**config.mk**
```make
export PLATFORM = sky130hd
export DESIGN_NAME = one_b
export DESIGN_NICKNAME = d
export VERILOG_FILES = /design/src/rtl/one_b_pkg.sv /design/src/rtl/one_b_func.sv /design/src/rtl/one_b.sv
export SDC_FILE = /design/constraint.sdc
export NUM_CORES = 1
export LEC_CHECK = 0
export CAP_MARGIN = 25
export CORE_MARGIN = 2
export CORE_UTILIZATION = 32
export DETAILED_ROUTE_END_ITERATION = 8
export GPL_TIMING_DRIVEN = 1
export PLACE_DENSITY_LB_ADDON = 0.25
export SLEW_MARGIN = 20
export SYNTH_ARGS = -nofsm -noshare
export SYNTH_HDL_FRONTEND = slang
export SYNTH_SLANG_ARGS = --single-unit
```
**constraint.sdc**
```tcl
create_clock -name clk -period 2.3 [get_ports clk]
set_clock_uncertainty 0.1 [all_clocks]
set_input_delay 0.69 -clock clk [delete_from_list [all_inputs] [get_ports clk]]
set_output_delay 0.69 -clock clk [all_outputs]
set_load 0.1 [all_outputs]
```
**src/rtl/one_b_pkg.sv**
```systemverilog
// Shared constants and helpers for the one_b four-variable function block.
// Latency: n/a (package only).
// Backpressure: n/a (package only).
package one_b_pkg;

    // Truth table of F indexed by {a,b,c,d}; minterms 1,3,4,5,9,11,14,15.
    localparam logic [15:0] TRUTH_TABLE = 16'hCA3A;

    // Width of the minterm index {a,b,c,d}.
    localparam int IDX_W = 4;

    // One-hot decode of a minterm index.
    function automatic logic [(1 << IDX_W)-1:0] idx_onehot(input logic [IDX_W-1:0] idx);
        logic [(1 << IDX_W)-1:0] oh;
        oh      = '0;
        oh[idx] = 1'b1;
        return oh;
    endfunction

endpackage : one_b_pkg

```
**src/rtl/one_b_func.sv**
```systemverilog
// Combinational evaluator of F = B'D + A'BC' + ABC.
// Latency: zero cycles (pure combinational).
// Backpressure: none; output follows inputs continuously.
//
// Ports:
//   a, b, c, d : function variables (a is the MSB of the minterm index)
//   f          : F(a,b,c,d)
module one_b_func
    import one_b_pkg::*;
(
    input  logic a,
    input  logic b,
    input  logic c,
    input  logic d,
    output logic f
);

    // Minimized sum-of-products; equivalent to TRUTH_TABLE[{a,b,c,d}].
    always_comb begin
        f = (~b & d) | (~a & b & ~c) | (a & b & c);
    end

endmodule : one_b_func

```
**src/rtl/one_b.sv**
```systemverilog
// Four-variable function block: combinational F, registered F/one-hot index, saturating hit counter.
// Latency: f_comb 0 cycles; f, minterm, hit_cnt update on the enabled rising edge.
// Backpressure: none; en=0 simply holds all registered state.
//
// Ports:
//   clk, rst_n   : clock, asynchronous active-low reset
//   a, b, c, d   : function variables, idx = {a,b,c,d}
//   en           : capture enable for the registered stage
//   f_comb       : F(idx), combinational, unaffected by reset
//   f            : registered F
//   minterm      : registered one-hot decode of the captured idx
//   hit_cnt      : saturating count of captures where F was 1
//   hit_sat      : high while hit_cnt is all-ones
module one_b
    import one_b_pkg::*;
#(
    parameter int CNT_W = 8
) (
    input  logic             clk,
    input  logic             rst_n,
    input  logic             a,
    input  logic             b,
    input  logic             c,
    input  logic             d,
    input  logic             en,
    output logic             f_comb,
    output logic             f,
    output logic [15:0]      minterm,
    output logic [CNT_W-1:0] hit_cnt,
    output logic             hit_sat
);

    localparam logic [CNT_W-1:0] CNT_MAX = {CNT_W{1'b1}};

    logic [IDX_W-1:0] idx;
    logic             func_val;

    logic             f_d,       f_q;
    logic [15:0]      minterm_d, minterm_q;
    logic [CNT_W-1:0] hit_cnt_d, hit_cnt_q;

    assign idx = {a, b, c, d};

    // Single evaluator feeds both the combinational output and the capture path.
    one_b_func u_func (
        .a (a),
        .b (b),
        .c (c),
        .d (d),
        .f (func_val)
    );

    always_comb begin
        f_d       = f_q;
        minterm_d = minterm_q;
        hit_cnt_d = hit_cnt_q;
        if (en) begin
            f_d       = func_val;
            minterm_d = idx_onehot(idx);
            // Saturate rather than wrap once the counter is full.
            if (func_val && (hit_cnt_q != CNT_MAX)) begin
                hit_cnt_d = hit_cnt_q + 1'b1;
            end
        end
    end

    always_ff @(posedge clk or negedge rst_n) begin
        if (!rst_n) begin
            f_q       <= 1'b0;
            minterm_q <= 16'h0000;
            hit_cnt_q <= '0;
        end else begin
            f_q       <= f_d;
            minterm_q <= minterm_d;
            hit_cnt_q <= hit_cnt_d;
        end
    end

    assign f_comb  = func_val;
    assign f       = f_q;
    assign minterm = minterm_q;
    assign hit_cnt = hit_cnt_q;
    assign hit_sat = (hit_cnt_q == CNT_MAX);

endmodule : one_b

```
**PDN straps and rails**

Pins as bars on the die edge. Tap cells in gray.
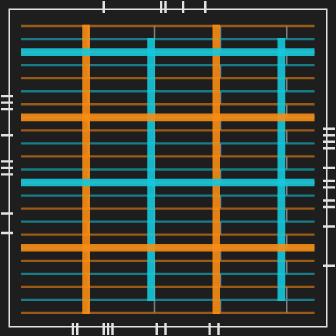
legend:
  cyan:
    net: VDD
  orange:
    net: VSS
met1 rails: 23
rows: 22
tap cells: 48
met4 straps: 4

**Placed cells, one color a class**

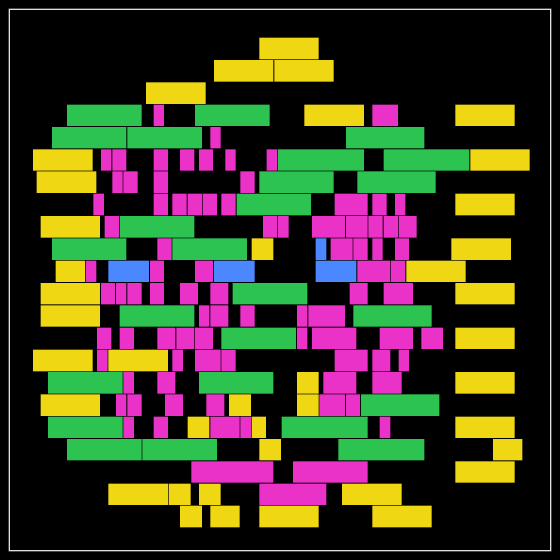
legend:
  blue:
    class: clock drivers and dummy loads
    cells: 4
  green:
    class: flops
    cells: 25
  magenta:
    class: combinational and other logic
    cells: 88
  yellow:
    class: other buffers and delay cells
    cells: 40

**Clock network drawn from the DEF**

Bar = 20 um.
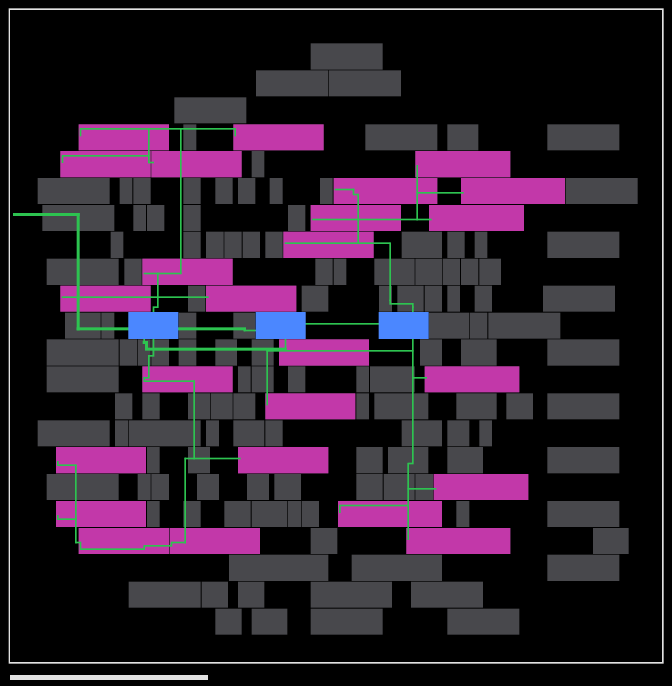
legend:
  magenta:
    item: flip-flops
    count: 25
  green:
    item: clock wires
    length: 300 um
  blue:
    item: clock drivers
    count: 3
routed clock nets: 4

==> power groups by stage <==
stage               logic, mW  registers [mW]  clock network, mW
finish                  0.952           0.641              0.258
global route            0.983           0.653              0.290
CTS                     0.960           0.641              0.262
detailed placement      0.962           0.650                  0
global placement        0.939           0.643                  0
floorplan               0.180            1.05                  0
==> what timing repair did <==
item                       4_1_cts  5_1_grt
hold buffers                     0        0
hold endpoints to repair         0        0
setup endpoints to repair        2        1
resized                         13        4
==> stage by stage <==
stage                     instances  total power [mW]  area (um^2)
after floorplan                 120              1.23         1280
after global placement          201              1.58         1940
after detailed placement        201              1.61         1940
after CTS                       205              1.86         1960
after global routing            205              1.93         1970
final                           205              1.85         1970
==> state kept, by name (all words and copies together) (netlist names) <==
| register | cells |
|---|---|
| minterm | 16 |
| hit_cnt | 8 |
| f | 1 |
==> results.txt <==
Flow results.

- The flow ran to the end, and the final reports show no timing, DRC or antenna violations.
- The count of input and output buffers is 33.
- The non-clock buffer area fraction after layout is 0.326.
- The final layout report lists a non-clock buffer count of 40.
- For met2 alone, demand over resource in global routing was 0.225.
- In this run, synthesis produced a sequential element count of 25.
- The worst supply voltage drop on vdd is 0.000537 V.
- The number of hold-slack violations in the final timing report is 0.
- The synthesized-area fraction occupied by adder cells is 0.0102.
- The number of cell instances after yosys synthesis is 120.
- The cell leakage power is ~0.79 nW.
- The dominant register cell in the synthesized netlist is dfrtp_1.
- Checking hold timing, the worst path is listed with class reg -> reg.
- The origin of the worst setup path is a.
- The category of the most critical setup path is in -> out.
- By area, sequential cells come first.
- The minimum clock period after layout is 2270 ps.
- For this run, the top clock speed supported by timing is approximately 440 MHz.
- The total tool warning count is 27.
- The number of clock buffers in the layout is 4.
- Dividing the detail-routed via count by the number of cells gives between 4 and 5.
- The net switching power of the design is approximately 0.84 mW.
- The wire length of the first global-routing pass is between 4000 and 5000 um.
- The share of total power dissipated in combinational logic is 0.514.
- From bottom edge to top edge, the die measures 65.9 um.
- The setup TNS after final layout is 0 ps.
- The total count of max-transition violations in the final report is 0.
- The share of the synthesized netlist area taken by xor and xnor gates is 0.0367.
- STA classifies the critical path startpoint as an input port.
- The detailed-routed wire length on met2 is ~1300 um.
- The critical path required time is about 1500 ps.
- The count of inserted antenna diode cells is 0.
- The number of vias in the routed layout is roughly 990.
- Per the OpenROAD floorplan log, the width of the die is about 66 um.
- The total routing resource utilization after global routing is 0.135.
- Looking at the post-CTS report, the setup buffer insertion count equals 0.
- The number of non-clock inverters is 19.
- The library cells used most frequently in the layout, excluding fill and tap cells, are buf_12, inv_1, o21ai_0, dfrtp_1, nand3_1.
- Of the total synthesized cell area, the portion taken by AND-OR and OR-AND cells is 0.0735.
- The cell sequence reported for the critical path is buf_4, xnor2_4, mux2i_4, clkinvlp_4, buf_12.
- The critical path crosses 5 cells after its start point.
- The max-capacitance violation count is 0.
- For this design the top-level I/O count stands at 34.
- TritonRoute reported its final design rule violation total as 0.
- In this run the core area contains 22 standard-cell rows.
- The register area is roughly 650 um^2.
- The deepest clock path buffer count is 2.
- The combinational family with the most area after synthesis is simple AND/OR/NAND/NOR gates.
- Counting every net in the synthesized netlist gives approximately 130.
- The detailed router's first-iteration violation count is 37.
- Sorting the synthesis cell report by count puts at the top dfrtp_1.
- The largest area contributor in the synthesized netlist is dfrtp_1.
- The critical register-to-register path startpoint is hit_cnt[0].
- The combinational gate area is 502 um^2.
- In the final layout, the fill cell count is 336.
- The met1 track demand over resource in global routing is 0.170.
- The area fraction of the largest cell type after synthesis is 0.510.
- The timing report shows that the slowest cell on the worst path is mux2i_4.
- The cell count of the worst reg-to-reg path is 5.
- The CTS sink count is 25.
- Setup repair after global routing left no endpoint under its margin.
- The amount of wire on met3 after detailed routing is 136 um.
- The global placement routability congestion is ~0.81.
- Routed signal wires occupy layers up through met4.
- For reference, the mux area share after synthesis is 0.0837.
- The net count of the finished layout is around 170.
- The number of buffers and inverters on the critical path is 3.
- The layout cell share with drive strength beyond 1 is 0.395.
- Per the CTS log, the maximum H-tree level is 1.
- Across all setup checks in the final design, the least slack found is 34.3 ps.
- The chip area from the yosys synthesis statistics is approximately 1200 um^2.
- Counting the buffers created by CTS gives 3.
- The post-route utilization of the core is recorded as 0.538.
- The post-CTS clock slew at the launch and capture registers of the worst setup and hold paths is roughly 80 ps.
- The yosys warning tally is 0.
- The internal portion of the total power is between 1 and 1.5 mW.
- The most frequent standard cell in the layout excluding fill and tap cells is buf_12.
- The synthesized area is between 1000 and 1500 um^2.
- The clock root buffer is clkbuf_8.
- The data arrival time reported for the critical path is around 1500 ps.
- The routed length per instance is 13.2 um.
- The fraction of the core area occupied by cells at floorplan is 0.335.
- The remaining antenna violation count after routing is 0.
- The synthesis run shows the most used standard cells to be dfrtp_1, inv_1, o21ai_0.
- According to the cell report, flip-flops and latches in the layout number 25.
- The share of cell area taken by flip-flops and latches is 0.328.
- The clock tree from TritonCTS is yes.
- The average cell area after synthesis is between 10 and 15 um^2.
- The chip area is roughly 4300 um^2.
- The delay contributed by the slowest stage of the critical path is 200 ps.
- The synthesized netlist cell count is around 120.
- Before antenna repair, the detailed router went through 4 iterations.
- The share of the yosys chip area belonging to registers is 0.510.
- Routing resource usage on met3 recorded by global route was 0.0375.
Power and IR drop assume default switching activity.
